$ cat config.mk
export PLATFORM = sky130hd
export DESIGN_NAME = hazard_stall_mdu_flat
export DESIGN_NICKNAME = d
export VERILOG_FILES = /design/src/rtl/hazard_stall_mdu_pkg.sv /design/src/rtl/hazard_stall_mdu_if.sv /design/src/rtl/hazard_stall_mdu_md_busy_tracker.sv /design/src/rtl/hazard_stall_mdu.sv /design/src/flat_wrapper.sv
export SDC_FILE = /design/constraint.sdc
export NUM_CORES = 1
export LEC_CHECK = 0
export CAP_MARGIN = 20
export CELL_PAD_IN_SITES_DETAIL_PLACEMENT = 0
export CELL_PAD_IN_SITES_GLOBAL_PLACEMENT = 1
export CORE_ASPECT_RATIO = 0.75
export CORE_MARGIN = 8
export CORE_UTILIZATION = 19
export CTS_CLUSTER_SIZE = 28
export DETAILED_ROUTE_END_ITERATION = 16
export HOLD_SLACK_MARGIN = 0.08
export PLACE_DENSITY_LB_ADDON = 0.1
export SLEW_MARGIN = 10
export SYNTH_ARGS = -nofsm -noshare
export SYNTH_HDL_FRONTEND = slang
export SYNTH_SLANG_ARGS = --single-unit
$ cat constraint.sdc
create_clock -name clk -period 4.05 [get_ports clk]
set_input_delay 1.0125 -clock clk [delete_from_list [all_inputs] [get_ports clk]]
set_output_delay 1.0125 -clock clk [all_outputs]
set_load 0.01 [all_outputs]
$ cat src/rtl/hazard_stall_mdu_pkg.sv
// hazard_pkg: shared types and constants for the D-stage stall controller.
package hazard_pkg;
    localparam int DEF_TW = 2;
    localparam int DEF_MULT_CYCLES = 5;
    localparam int DEF_DIV_CYCLES = 10;
    localparam int RS_MSB = 25;
    localparam int RS_LSB = 21;
    localparam int RT_MSB = 20;
    localparam int RT_LSB = 16;
    localparam logic [4:0] REG_ZERO = 5'd0;
    typedef logic [DEF_TW-1:0] tTime;
endpackage

$ cat src/rtl/hazard_stall_mdu_if.sv
// hazard_stall_mdu_if: pipeline-side signals of the stall controller.
interface hazard_stall_mdu_if import hazard_pkg::*; #(parameter int TW = DEF_TW);
    logic [31:0] D_inStr;
    logic [TW-1:0] D_TuseRs, D_TuseRt;
    logic D_isMD;
    logic [4:0] E_writeReg, M_writeReg;
    logic E_regWrite, M_regWrite;
    logic [TW-1:0] E_Tnew, M_Tnew;
    logic E_mdStart, E_mdIsDiv;
    logic F_pcWE, D_regWE, E_regclr, E_mdBusy;
    logic [31:0] stallCntData, stallCntMd;
    modport master (
        output D_inStr, D_TuseRs, D_TuseRt, D_isMD, E_writeReg, M_writeReg,
               E_regWrite, M_regWrite, E_Tnew, M_Tnew, E_mdStart, E_mdIsDiv,
        input  F_pcWE, D_regWE, E_regclr, E_mdBusy, stallCntData, stallCntMd
    );
    modport slave (
        input  D_inStr, D_TuseRs, D_TuseRt, D_isMD, E_writeReg, M_writeReg,
               E_regWrite, M_regWrite, E_Tnew, M_Tnew, E_mdStart, E_mdIsDiv,
        output F_pcWE, D_regWE, E_regclr, E_mdBusy, stallCntData, stallCntMd
    );
endinterface

$ cat src/rtl/hazard_stall_mdu_md_busy_tracker.sv
// md_busy_tracker: counts down the multiply/divide latency after an MDU op enters E.
module md_busy_tracker #(
    parameter int MULT_CYCLES = 5,
    parameter int DIV_CYCLES = 10,
    parameter int CW = 4
) (
    input  logic clk,
    input  logic reset,
    input  logic mdStart,
    input  logic mdIsDiv,
    output logic mdBusy
);
    logic [CW-1:0] cnt;
    // A new start reloads even while a previous operation is still counting.
    always_ff @(posedge clk)
        if (reset) cnt <= '0;
        else if (mdStart) cnt <= mdIsDiv ? CW'(DIV_CYCLES) : CW'(MULT_CYCLES);
        else if (cnt != '0) cnt <= cnt - CW'(1);
    assign mdBusy = mdStart | (cnt != '0);
endmodule

$ cat src/rtl/hazard_stall_mdu.sv
// hazard_stall_mdu: D-stage stall control from Tuse/Tnew hazards and MDU busy.
// Define HAZARD_STALL_PERF_EN to build the stall performance counters.
module hazard_stall_mdu import hazard_pkg::*; #(
    parameter int TW = DEF_TW,
    parameter int MULT_CYCLES = DEF_MULT_CYCLES,
    parameter int DIV_CYCLES = DEF_DIV_CYCLES,
    parameter int CW = 4
) (
    input logic clk,
    input logic reset,
    hazard_stall_mdu_if.slave bus
);
    logic [4:0] dRs, dRt;
    logic dataStall, mdStall, isStop, mdBusy;
    function automatic logic hit(input logic [TW-1:0] tUse, input logic [TW-1:0] tNew,
                                 input logic we, input logic [4:0] wReg, input logic [4:0] src);
        return (tUse < tNew) && we && (wReg != REG_ZERO) && (wReg == src);
    endfunction
    assign dRs = bus.D_inStr[RS_MSB:RS_LSB];
    assign dRt = bus.D_inStr[RT_MSB:RT_LSB];
    // W results are always forwardable, so only E and M producers can stall.
    assign dataStall = hit(bus.D_TuseRs, bus.E_Tnew, bus.E_regWrite, bus.E_writeReg, dRs)
                     | hit(bus.D_TuseRs, bus.M_Tnew, bus.M_regWrite, bus.M_writeReg, dRs)
                     | hit(bus.D_TuseRt, bus.E_Tnew, bus.E_regWrite, bus.E_writeReg, dRt)
                     | hit(bus.D_TuseRt, bus.M_Tnew, bus.M_regWrite, bus.M_writeReg, dRt);
    md_busy_tracker #(.MULT_CYCLES(MULT_CYCLES), .DIV_CYCLES(DIV_CYCLES), .CW(CW)) tracker (
        .clk(clk), .reset(reset), .mdStart(bus.E_mdStart), .mdIsDiv(bus.E_mdIsDiv), .mdBusy(mdBusy)
    );
    assign mdStall = bus.D_isMD & mdBusy;
    assign isStop = dataStall | mdStall;
    assign bus.E_mdBusy = mdBusy;
    assign bus.F_pcWE = !isStop;
    assign bus.D_regWE = !isStop;
    assign bus.E_regclr = isStop;
`ifdef HAZARD_STALL_PERF_EN
    logic [31:0] cntData, cntMd;
    always_ff @(posedge clk)
        if (reset) begin
            cntData <= '0;
            cntMd <= '0;
        end else begin
            if (dataStall) cntData <= cntData + 32'd1;
            if (mdStall && !dataStall) cntMd <= cntMd + 32'd1;
        end
    assign bus.stallCntData = cntData;
    assign bus.stallCntMd = cntMd;
`else
    assign bus.stallCntData = '0;
    assign bus.stallCntMd = '0;
`endif
endmodule

$ cat src/flat_wrapper.sv
// flat-port wrapper written by rule: the top's interface ports become plain ports
module hazard_stall_mdu_flat import hazard_pkg::*;
#(
    parameter int TW = DEF_TW,
    parameter int MULT_CYCLES = DEF_MULT_CYCLES,
    parameter int DIV_CYCLES = DEF_DIV_CYCLES,
    parameter int CW = 4
)
  (clk, reset, bus_D_inStr, bus_D_TuseRs, bus_D_TuseRt, bus_D_isMD, bus_E_writeReg, bus_M_writeReg, bus_E_regWrite, bus_M_regWrite, bus_E_Tnew, bus_M_Tnew, bus_E_mdStart, bus_E_mdIsDiv, bus_F_pcWE, bus_D_regWE, bus_E_regclr, bus_E_mdBusy, bus_stallCntData, bus_stallCntMd);
  hazard_stall_mdu_if #(.TW(TW)) bus_i ();
  input logic clk;
  input logic reset;
  input wire logic [$bits(bus_i.D_inStr)-1:0] bus_D_inStr;
  input wire logic [$bits(bus_i.D_TuseRs)-1:0] bus_D_TuseRs;
  input wire logic [$bits(bus_i.D_TuseRt)-1:0] bus_D_TuseRt;
  input wire logic [$bits(bus_i.D_isMD)-1:0] bus_D_isMD;
  input wire logic [$bits(bus_i.E_writeReg)-1:0] bus_E_writeReg;
  input wire logic [$bits(bus_i.M_writeReg)-1:0] bus_M_writeReg;
  input wire logic [$bits(bus_i.E_regWrite)-1:0] bus_E_regWrite;
  input wire logic [$bits(bus_i.M_regWrite)-1:0] bus_M_regWrite;
  input wire logic [$bits(bus_i.E_Tnew)-1:0] bus_E_Tnew;
  input wire logic [$bits(bus_i.M_Tnew)-1:0] bus_M_Tnew;
  input wire logic [$bits(bus_i.E_mdStart)-1:0] bus_E_mdStart;
  input wire logic [$bits(bus_i.E_mdIsDiv)-1:0] bus_E_mdIsDiv;
  output wire logic [$bits(bus_i.F_pcWE)-1:0] bus_F_pcWE;
  output wire logic [$bits(bus_i.D_regWE)-1:0] bus_D_regWE;
  output wire logic [$bits(bus_i.E_regclr)-1:0] bus_E_regclr;
  output wire logic [$bits(bus_i.E_mdBusy)-1:0] bus_E_mdBusy;
  output wire logic [$bits(bus_i.stallCntData)-1:0] bus_stallCntData;
  output wire logic [$bits(bus_i.stallCntMd)-1:0] bus_stallCntMd;
  assign bus_i.D_inStr = bus_D_inStr;
  assign bus_i.D_TuseRs = bus_D_TuseRs;
  assign bus_i.D_TuseRt = bus_D_TuseRt;
  assign bus_i.D_isMD = bus_D_isMD;
  assign bus_i.E_writeReg = bus_E_writeReg;
  assign bus_i.M_writeReg = bus_M_writeReg;
  assign bus_i.E_regWrite = bus_E_regWrite;
  assign bus_i.M_regWrite = bus_M_regWrite;
  assign bus_i.E_Tnew = bus_E_Tnew;
  assign bus_i.M_Tnew = bus_M_Tnew;
  assign bus_i.E_mdStart = bus_E_mdStart;
  assign bus_i.E_mdIsDiv = bus_E_mdIsDiv;
  assign bus_F_pcWE = bus_i.F_pcWE;
  assign bus_D_regWE = bus_i.D_regWE;
  assign bus_E_regclr = bus_i.E_regclr;
  assign bus_E_mdBusy = bus_i.E_mdBusy;
  assign bus_stallCntData = bus_i.stallCntData;
  assign bus_stallCntMd = bus_i.stallCntMd;
  hazard_stall_mdu #(.TW(TW), .MULT_CYCLES(MULT_CYCLES), .DIV_CYCLES(DIV_CYCLES), .CW(CW)) u_core (.clk(clk), .reset(reset), .bus(bus_i));
endmodule
Fig. 1: clock wiring as the flow saved it
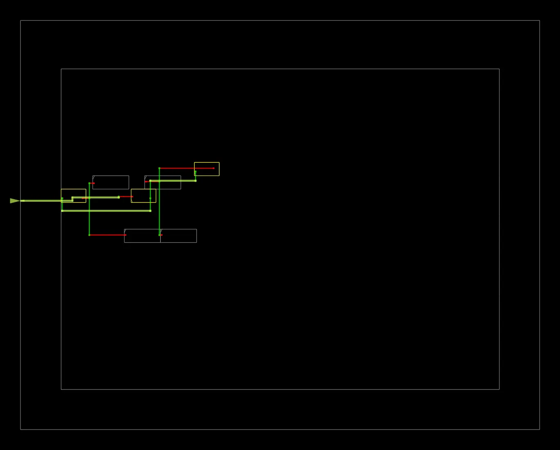
clock insertion delay at the later pin of the skew report: 0.22 ns
Clock group: 85.0 uW

Fig. 2: metal 2
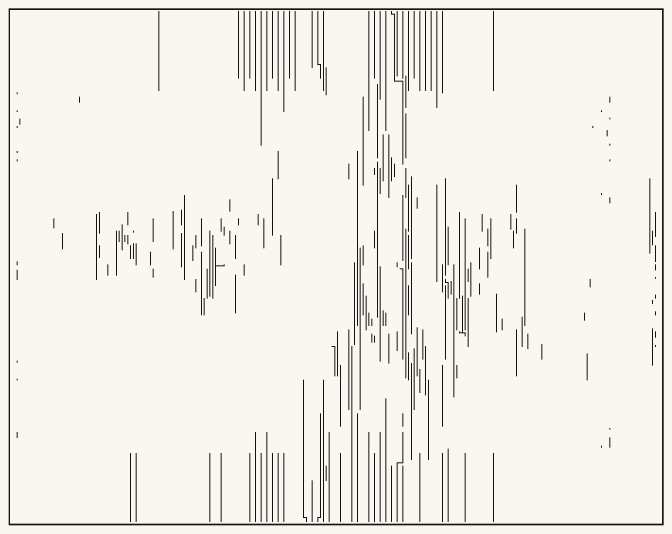
nets with wire on the layer: 204
share of all routed wire: 53%
longest straight run: 28.4 um
main direction: vertical
wire length on this layer: 1710 um
total wire length after detailed routing: 3250 um
met2 Use GR: 12.5%
Via Count: 857

Fig. 3: close-up of the layout
Window x 64 to 94, y 6 to 36 um. Cells in gray, sequential cells in the stronger gray; small squares are vias.
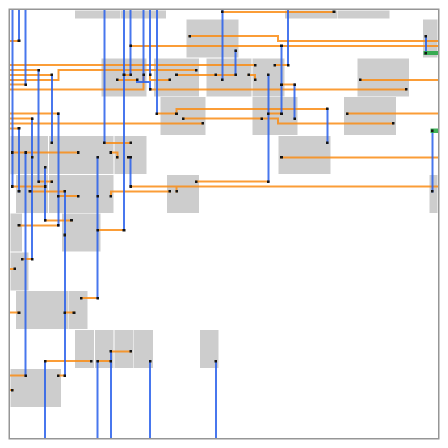
| layer | color |
|---|---|
| M1 | orange |
| M3 | green |
| M2 | blue |
most frequent: clkdlybuf4s50_1 (6), xor2_1 (5), conb_1 (5)
cells with their middle in the window: 26
sequential cells in the window: 0

Fig. 4: routed clock nets over the placement
Scale bar: 20 um.
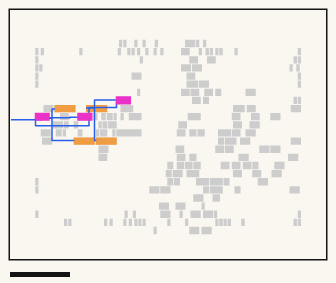
[flip-flops] orange | count: 4
[clock-net drivers] magenta | count: 3
[clock wires] blue | length: 109 um
flops lie: middle left
routed clock nets: 4

-- routing by layer --
metal  global-route usage [%]  wire (um)  vias up
li1                         -          -      419
met1                     7.09       1300      392
met2                     12.5       1710       46
met3                     2.47        238        0
met4                    0.382          0        0
met5                        0          0        -
-- logic make-up (layout without fill, tap and decap cells) --
group	Yosys count	in the layout	share of synthesized area (%)
flops	4	4	6.98
simple gates	26	26	16.6
compound gates	13	13	8.61
xor+xnor	22	22	16.8
buf+inv	70	47	44.2
other cells	1	64	0.327
fa+ha+maj	6	6	6.54
-- worst max path at each step --
stage	start	to	slack, ns	cells after the start
floorplan	bus_E_Tnew[1]	bus_F_pcWE	0.81	7
global placement	bus_M_Tnew[1]	bus_E_regclr	-0.1	8
global route	bus_E_Tnew[1]	bus_F_pcWE	0.02	8
CTS	bus_E_Tnew[1]	bus_F_pcWE	0.12	8
detailed placement	bus_E_Tnew[1]	bus_E_regclr	-0.1	8
finish	bus_M_Tnew[1]	bus_D_regWE	0.14	8
-- metrics by stage --
step / power, mW / setup slack (ns) / cells
4_1_cts: 0.287 / 0.122 / 260
5_1_grt: 0.311 / 0.0215 / 260
2_1_floorplan: 0.180 / 0.811 / 205
3_3_place_gp: 0.202 / -0.0994 / 257
3_5_place_dp: 0.201 / -0.0992 / 257
6_report: 0.285 / 0.141 / 260
-- cells in the final DEF, fill, tap and decap left out --
master	count
sky130_fd_sc_hd__nor2_2	2
sky130_fd_sc_hd__nor4b_4	1
sky130_fd_sc_hd__o221ai_1	1
sky130_fd_sc_hd__conb_1	64
sky130_fd_sc_hd__or4_4	2
sky130_fd_sc_hd__ha_1	6
sky130_fd_sc_hd__a22oi_1	2
sky130_fd_sc_hd__nand2_1	3
sky130_fd_sc_hd__o221a_1	1
sky130_fd_sc_hd__xor2_1	22
sky130_fd_sc_hd__nor4_2	2
sky130_fd_sc_hd__o211a_1	1
sky130_fd_sc_hd__a311oi_1	1
sky130_fd_sc_hd__or2b_1	1
sky130_fd_sc_hd__inv_1	4
sky130_fd_sc_hd__inv_2	1
sky130_fd_sc_hd__nand2b_1	9
sky130_fd_sc_hd__dlygate4sd2_1	3
sky130_fd_sc_hd__nor2_1	1
sky130_fd_sc_hd__a211oi_1	4
sky130_fd_sc_hd__o21ai_0	1
sky130_fd_sc_hd__a21oi_1	2
sky130_fd_sc_hd__buf_4	1
sky130_fd_sc_hd__nor3_1	2
sky130_fd_sc_hd__clkdlybuf4s50_1	35
sky130_fd_sc_hd__clkbuf_8	3
sky130_fd_sc_hd__nor4_1	2
sky130_fd_sc_hd__dfxtp_1	4
sky130_fd_sc_hd__nand3_1	1
-- layout make-up --
class	instances	area [um^2]	area share [%]
Multi-Input combinational cell	131	797	56.2
Timing Repair Buffer	39	384	27.1
Tap cell	78	97.6	6.88
Sequential cell	4	80.1	5.64
Clock buffer	3	41.3	2.91
Inverter	5	18.8	1.32
-- report_power, final --
part,switching [mW],total (mW),internal [mW]
Sequential,0.00648,0.0521,0.0456
Clock,0.0215,0.0850,0.0634
Combinational,0.0801,0.148,0.0678
Total,0.108,0.285,0.177
-- what timing repair did --
action                     4_1_cts  5_1_grt
setup endpoints to repair        3        0
resized                          3        0
hold buffers                     0        0
==> run notes <==
Quick summary of the implementation run below.

The flow ran to the end, and the final reports show no timing, DRC or antenna violations. The report lists the cells along the critical path as clkdlybuf4s50_1 > inv_1 > ha_1 > nand2b_1 > nor4_1 > a22oi_1 > o221a_1 > dlygate4sd2_1. The final max-slew violation count recorded for this run is 0. The antenna diode count came out at 0. Entering global routing, the biggest net connects 7 pins. The placed wire-length estimate is around 3000 um. The setup slack of the worst register-to-register path is 2.77 ns. The count of H-tree levels built during CTS is 1. STA lists the startpoint of the worst register-to-register path as u_core.tracker.cnt[0]. The synthesized netlist contains 26 unique library cells. For this run, the slowest stage of the critical path takes roughly 0.45 ns. The die footprint is 0.00881 mm^2. Hold is met by 0.467 ns. The fraction of synthesis flops using an asynchronous set or reset pin is 0%. Counting cells, the worst reg-to-reg path comes to 6.

The filler cell count in the final layout is 674. STA classifies the critical path startpoint as an input pin. The initial utilization of the core area, before any placement, comes to around a fifth. The largest registers in the layout are u_core.tracker.cnt: 4 flops. The cell type group with the largest total delay on the critical path is buffers and inverters.

The area of the synthesized netlist per yosys stat is 0.00115 mm^2. The number of flops mapped to enable cells by yosys is 0. The count of standard-cell rows came out at 24. The clock passes through at most 2 buffers. The average footprint of a synthesized cell came out at roughly 8.1 um^2. In this run the clock root is driven by a sky130_fd_sc_hd__clkbuf_8. After its last routability iteration, the placer logged a weighted congestion of 0.748. The worst clock skew is around 0.0015 ns.

Relative to the synthesized area, the layout overhead comes to 23.7%. The path class of the tightest hold or removal check is register to register. The clock tree from TritonCTS is done. The register with the highest flop count is u_core.tracker.cnt. The number of buffers inserted to repair setup after CTS came out at 0. Cells fill 24.4% of the core in the end. The cell with the most instances after synthesis is sky130_fd_sc_hd__buf_4.
Power and IR drop assume default switching activity.
